--- config.mk ---
export PLATFORM = sky130hd
export DESIGN_NAME = pc_fetch_sequencer_flat
export DESIGN_NICKNAME = d
export VERILOG_FILES = /design/src/rtl/pc_fetch_sequencer_if.sv /design/src/rtl/pc_fetch_sequencer.sv /design/src/flat_wrapper.sv
export SDC_FILE = /design/constraint.sdc
export NUM_CORES = 1
export LEC_CHECK = 0
export CORE_ASPECT_RATIO = 0.6
export CORE_MARGIN = 5
export CORE_UTILIZATION = 45
export CTS_BUF_LIST = sky130_fd_sc_hd__clkbuf_4
export CTS_CLUSTER_DIAMETER = 50
export CTS_CLUSTER_SIZE = 12
export DETAILED_ROUTE_END_ITERATION = 16
export GPL_ROUTABILITY_DRIVEN = 0
export MAX_ROUTING_LAYER = met4
export PLACE_DENSITY_LB_ADDON = 0.12
export SETUP_SLACK_MARGIN = 0.5
export SYNTH_ARGS = -nofsm -noshare
export SYNTH_HDL_FRONTEND = slang
export SYNTH_SLANG_ARGS = --single-unit
--- constraint.sdc ---
create_clock -name clk -period 3.16 [get_ports clk]
set_input_delay 0.474 -clock clk [delete_from_list [all_inputs] [get_ports clk]]
set_output_delay 0.474 -clock clk [all_outputs]
set_load 0.005 [all_outputs]
--- src/rtl/pc_fetch_sequencer_if.sv ---
// Fetch-control bundle between the hazard/branch logic and the PC stage.
// slave: the PC stage (takes requests, produces the fetch address).
// master: the controller side (issues requests, observes the fetch address).
interface pc_fetch_sequencer_if #(
    parameter int unsigned PC_W = 32
);
    logic            stall;
    logic            branch_taken;
    logic [PC_W-1:0] branch_target;
    logic            jump;
    logic [PC_W-1:0] jump_target;
    logic            resume;
    logic [PC_W-1:0] pc;
    logic            pc_valid;
    logic            flush;
    logic            halted;
    logic            misalign_err;

    modport slave (
        input  stall, branch_taken, branch_target, jump, jump_target, resume,
        output pc, pc_valid, flush, halted, misalign_err
    );

    modport master (
        output stall, branch_taken, branch_target, jump, jump_target, resume,
        input  pc, pc_valid, flush, halted, misalign_err
    );
endinterface

--- src/rtl/pc_fetch_sequencer.sv ---
// Program-counter stage feeding the instruction memory.
// Picks the next PC (branch > jump > stall > +4), pulses flush on redirects,
// stops fetching at HALT_PC and restarts from RESET_PC on resume.
module pc_fetch_sequencer #(
    parameter int unsigned      PC_W     = 32,
    parameter logic [PC_W-1:0] RESET_PC = '0,
    parameter logic [PC_W-1:0] HALT_PC  = PC_W'(56)
) (
    input  logic                  clk,
    input  logic                  reset,
    pc_fetch_sequencer_if.slave   bus
);

    typedef enum logic [1:0] {
        ST_BOOT = 2'd0,
        ST_RUN  = 2'd1,
        ST_HALT = 2'd2
    } state_t;

    state_t          state_q,    state_d;
    logic [PC_W-1:0] pc_q,       pc_d;
    logic            pc_valid_q, pc_valid_d;
    logic            flush_q,    flush_d;
    logic            halted_q,   halted_d;
    logic            misalign_q, misalign_d;

    logic [PC_W-1:0] redirect_tgt;
    logic            redirect;
    logic            advance;
    logic [PC_W-1:0] seq_pc;

    // Next-state and next-PC selection; every output is a flop, so nothing
    // here reaches the ports without passing through a register.
    always_comb begin
        state_d      = state_q;
        pc_d         = pc_q;
        pc_valid_d   = pc_valid_q;
        flush_d      = 1'b0;
        halted_d     = halted_q;
        misalign_d   = misalign_q;
        redirect     = 1'b0;
        redirect_tgt = '0;
        advance      = 1'b0;
        seq_pc       = pc_q + PC_W'(4);

        unique case (state_q)
            ST_BOOT: begin
                pc_d       = RESET_PC;
                pc_valid_d = 1'b1;
                halted_d   = 1'b0;
                state_d    = ST_RUN;
            end

            ST_RUN: begin
                if (bus.branch_taken) begin
                    redirect     = 1'b1;
                    redirect_tgt = bus.branch_target;
                end else if (bus.jump) begin
                    redirect     = 1'b1;
                    redirect_tgt = bus.jump_target;
                end

                if (redirect) begin
                    pc_d    = {redirect_tgt[PC_W-1:2], 2'b00};
                    flush_d = 1'b1;
                    advance = 1'b1;
                    if (redirect_tgt[1:0] != 2'b00) begin
                        misalign_d = 1'b1;
                    end
                end else if (!bus.stall) begin
                    pc_d    = seq_pc;
                    advance = 1'b1;
                end

                // A held PC is not a newly loaded address, so only an
                // advancing PC can trigger the halt.
                if (advance && (pc_d == HALT_PC)) begin
                    pc_valid_d = 1'b0;
                    halted_d   = 1'b1;
                    state_d    = ST_HALT;
                end
            end

            ST_HALT: begin
                if (bus.resume) begin
                    pc_d       = RESET_PC;
                    pc_valid_d = 1'b0;
                    halted_d   = 1'b0;
                    state_d    = ST_BOOT;
                end
            end

            default: begin
                pc_d       = RESET_PC;
                pc_valid_d = 1'b0;
                halted_d   = 1'b0;
                state_d    = ST_BOOT;
            end
        endcase
    end

    // State and output registers with asynchronous active-low reset.
    always_ff @(posedge clk or negedge reset) begin
        if (!reset) begin
            state_q    <= ST_BOOT;
            pc_q       <= RESET_PC;
            pc_valid_q <= 1'b0;
            flush_q    <= 1'b0;
            halted_q   <= 1'b0;
            misalign_q <= 1'b0;
        end else begin
            state_q    <= state_d;
            pc_q       <= pc_d;
            pc_valid_q <= pc_valid_d;
            flush_q    <= flush_d;
            halted_q   <= halted_d;
            misalign_q <= misalign_d;
        end
    end

    assign bus.pc           = pc_q;
    assign bus.pc_valid     = pc_valid_q;
    assign bus.flush        = flush_q;
    assign bus.halted       = halted_q;
    assign bus.misalign_err = misalign_q;

endmodule
--- src/flat_wrapper.sv ---
// flat-port wrapper written by rule: the top's interface ports become plain ports
module pc_fetch_sequencer_flat 
#(
    parameter int unsigned      PC_W     = 32,
    parameter logic [PC_W-1:0] RESET_PC = '0,
    parameter logic [PC_W-1:0] HALT_PC  = PC_W'(56)
)
  (clk, reset, bus_stall, bus_branch_taken, bus_branch_target, bus_jump, bus_jump_target, bus_resume, bus_pc, bus_pc_valid, bus_flush, bus_halted, bus_misalign_err);
  pc_fetch_sequencer_if #(.PC_W(PC_W)) bus_i ();
  input  logic clk;
  input  logic reset;
  input wire logic [$bits(bus_i.stall)-1:0] bus_stall;
  input wire logic [$bits(bus_i.branch_taken)-1:0] bus_branch_taken;
  input wire logic [$bits(bus_i.branch_target)-1:0] bus_branch_target;
  input wire logic [$bits(bus_i.jump)-1:0] bus_jump;
  input wire logic [$bits(bus_i.jump_target)-1:0] bus_jump_target;
  input wire logic [$bits(bus_i.resume)-1:0] bus_resume;
  output wire logic [$bits(bus_i.pc)-1:0] bus_pc;
  output wire logic [$bits(bus_i.pc_valid)-1:0] bus_pc_valid;
  output wire logic [$bits(bus_i.flush)-1:0] bus_flush;
  output wire logic [$bits(bus_i.halted)-1:0] bus_halted;
  output wire logic [$bits(bus_i.misalign_err)-1:0] bus_misalign_err;
  assign bus_i.stall = bus_stall;
  assign bus_i.branch_taken = bus_branch_taken;
  assign bus_i.branch_target = bus_branch_target;
  assign bus_i.jump = bus_jump;
  assign bus_i.jump_target = bus_jump_target;
  assign bus_i.resume = bus_resume;
  assign bus_pc = bus_i.pc;
  assign bus_pc_valid = bus_i.pc_valid;
  assign bus_flush = bus_i.flush;
  assign bus_halted = bus_i.halted;
  assign bus_misalign_err = bus_i.misalign_err;
  pc_fetch_sequencer #(.PC_W(PC_W), .RESET_PC(RESET_PC), .HALT_PC(HALT_PC)) u_core (.clk(clk), .reset(reset), .bus(bus_i));
endmodule
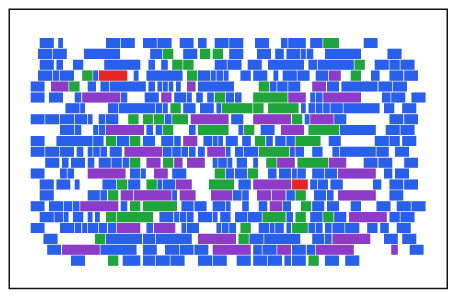
**Above:** sizing map.
Drawn at 4 px/um.
- green: x3 and x4 (cells 57; share 13%)
- blue: x1 and smaller (cells 332; share 76%)
- red: x6 and larger (cells 2; share 0.46%)
- purple: x2 (cells 45; share 10%)
post-route cell area: 4290 um^2
Final WS setup: 0.547 ns
Syn-to-layout area delta: 61.8%
Non-clk bufs: 142

==> qor.csv <==
metric,value,unit
"Seq/Total Area, Yosys",34.0,%
Synth Warn #,0,
HPWL after DPL,7570,um
multi-input combinational area share,43.2,%
Starting DRT DRC Count,407,
"Data arrival, critical path",2.84,ns
Sw Pwr,438,uW
total grt overflow,0,
Final Skew,0.00884,ns
Synth top area share,34.0,%
row cnt,21,
most frequent logic cell in the layout,clkdlybuf4s50_1,
crit path max fanout,4,
Post-DRT Antenna Nets,0,
"Hold Vio Cnt, Final",0,
Boundary Pins,106,
Tightest Pin Transition,0.854,ns
FF+latch area,923,um^2
Clock-cell share,1.31,%
OpenROAD warning count,26,
Sum Neg Setup Slack,0,ns
# clk buffers,7,
Final Cycle Share,82.7,%
die area,7580,um^2
synthesized flop and latch total,36,
distinct lib cells,59,
Area after DPL,3860,um^2
leading area contributor after synthesis,dfrtp_1,
sequential cell area share,21.5,%
Synthesized Nets,376,
FMAX,383,MHz
Hold WS,0.220,ns
Top class by area,logic gates,
CTS tree,built,
status,finished clean,
mapped cell area,2650,um^2
Leak,1.71,nW
flop count,36,
Syn Area/Cell,8.69,um^2
Vias/cell,6.33,
FILL cells,400,
crit start category,register,
"Slew Viols, Final",0,
CTS root buf,clkbuf_4,
TritonCTS Buffers,5,
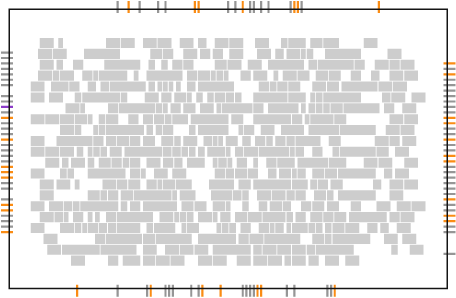
**Above:** pin placement.
Drawn at 4 px/um. Pins as bars across the die edge, other pins in grey.
- purple: bus_resume (pins 1; direction input; edge west)
- orange: bus_pc (pins 32; direction output; edge 10 east, 8 west, 7 north, 7 south)
PortBufs: 105
Die Width: 109 um
Die Ht: 69.5 um

## worst max-delay path, cell delays in order, from the launching register on
cell	delay [ns]
dfrtp_2	0.47
ha_4	0.18
and4b_2	0.24
buf_6	0.14
a31o_2	0.25
a21oi_4	0.16
o22ai_2	0.13
nor4b_4	0.32
nand4_1	0.18
nor4_4	0.31
a21oi_1	0.11
## logic make-up after synthesis
kind of cell / after synthesis / synth area share (%)
compound gates: 107 / 27.4
xor+xnor: 22 / 7.83
fa+ha+maj: 1 / 0.472
buf+inv: 23 / 3.96
flops: 36 / 34.0
mux: 4 / 1.51
simple gates: 112 / 24.8
## metal layers
metal	vias up	part of all wire, %	wire (um)	GRT usage, %
met1	1567	44	4640	38.7
met4	0	1.1	114	3.78
li1	1433	-	-	-
met2	247	43	4560	37.4
met3	21	12	1320	6.51
met5	-	0	0	-
## what timing repair did
action	CTS	global route
cloned	0	0
setup endpoints to repair	2	2
buffers inserted	0	19
hold buffers	0	0
hold endpoints to repair	0	0
pin swaps	1	14
gates resized	18	40
## path summary, 6_finish.rpt
| check | to | depth (start not counted) |
|---|---|---|
| max | u_core.bus.pc_valid | 10 |
| min | u_core.bus.pc[10] | 1 |
| max reg2reg | u_core.bus.pc_valid | 10 |
| min reg2reg | u_core.bus.pc_valid | 1 |
| max in group asynchronous | u_core.bus.pc[21] | 1 |
| min in group clk | u_core.bus.pc_valid | 1 |
## state kept, by name (all words and copies together) (netlist names)
register	count
u_core.bus.flush	1
u_core.bus.misalign_err	1
u_core.bus.pc	32
u_core.bus.pc_valid	1
u_core.state_q	1
Power is estimated from default activity; no workload was simulated.
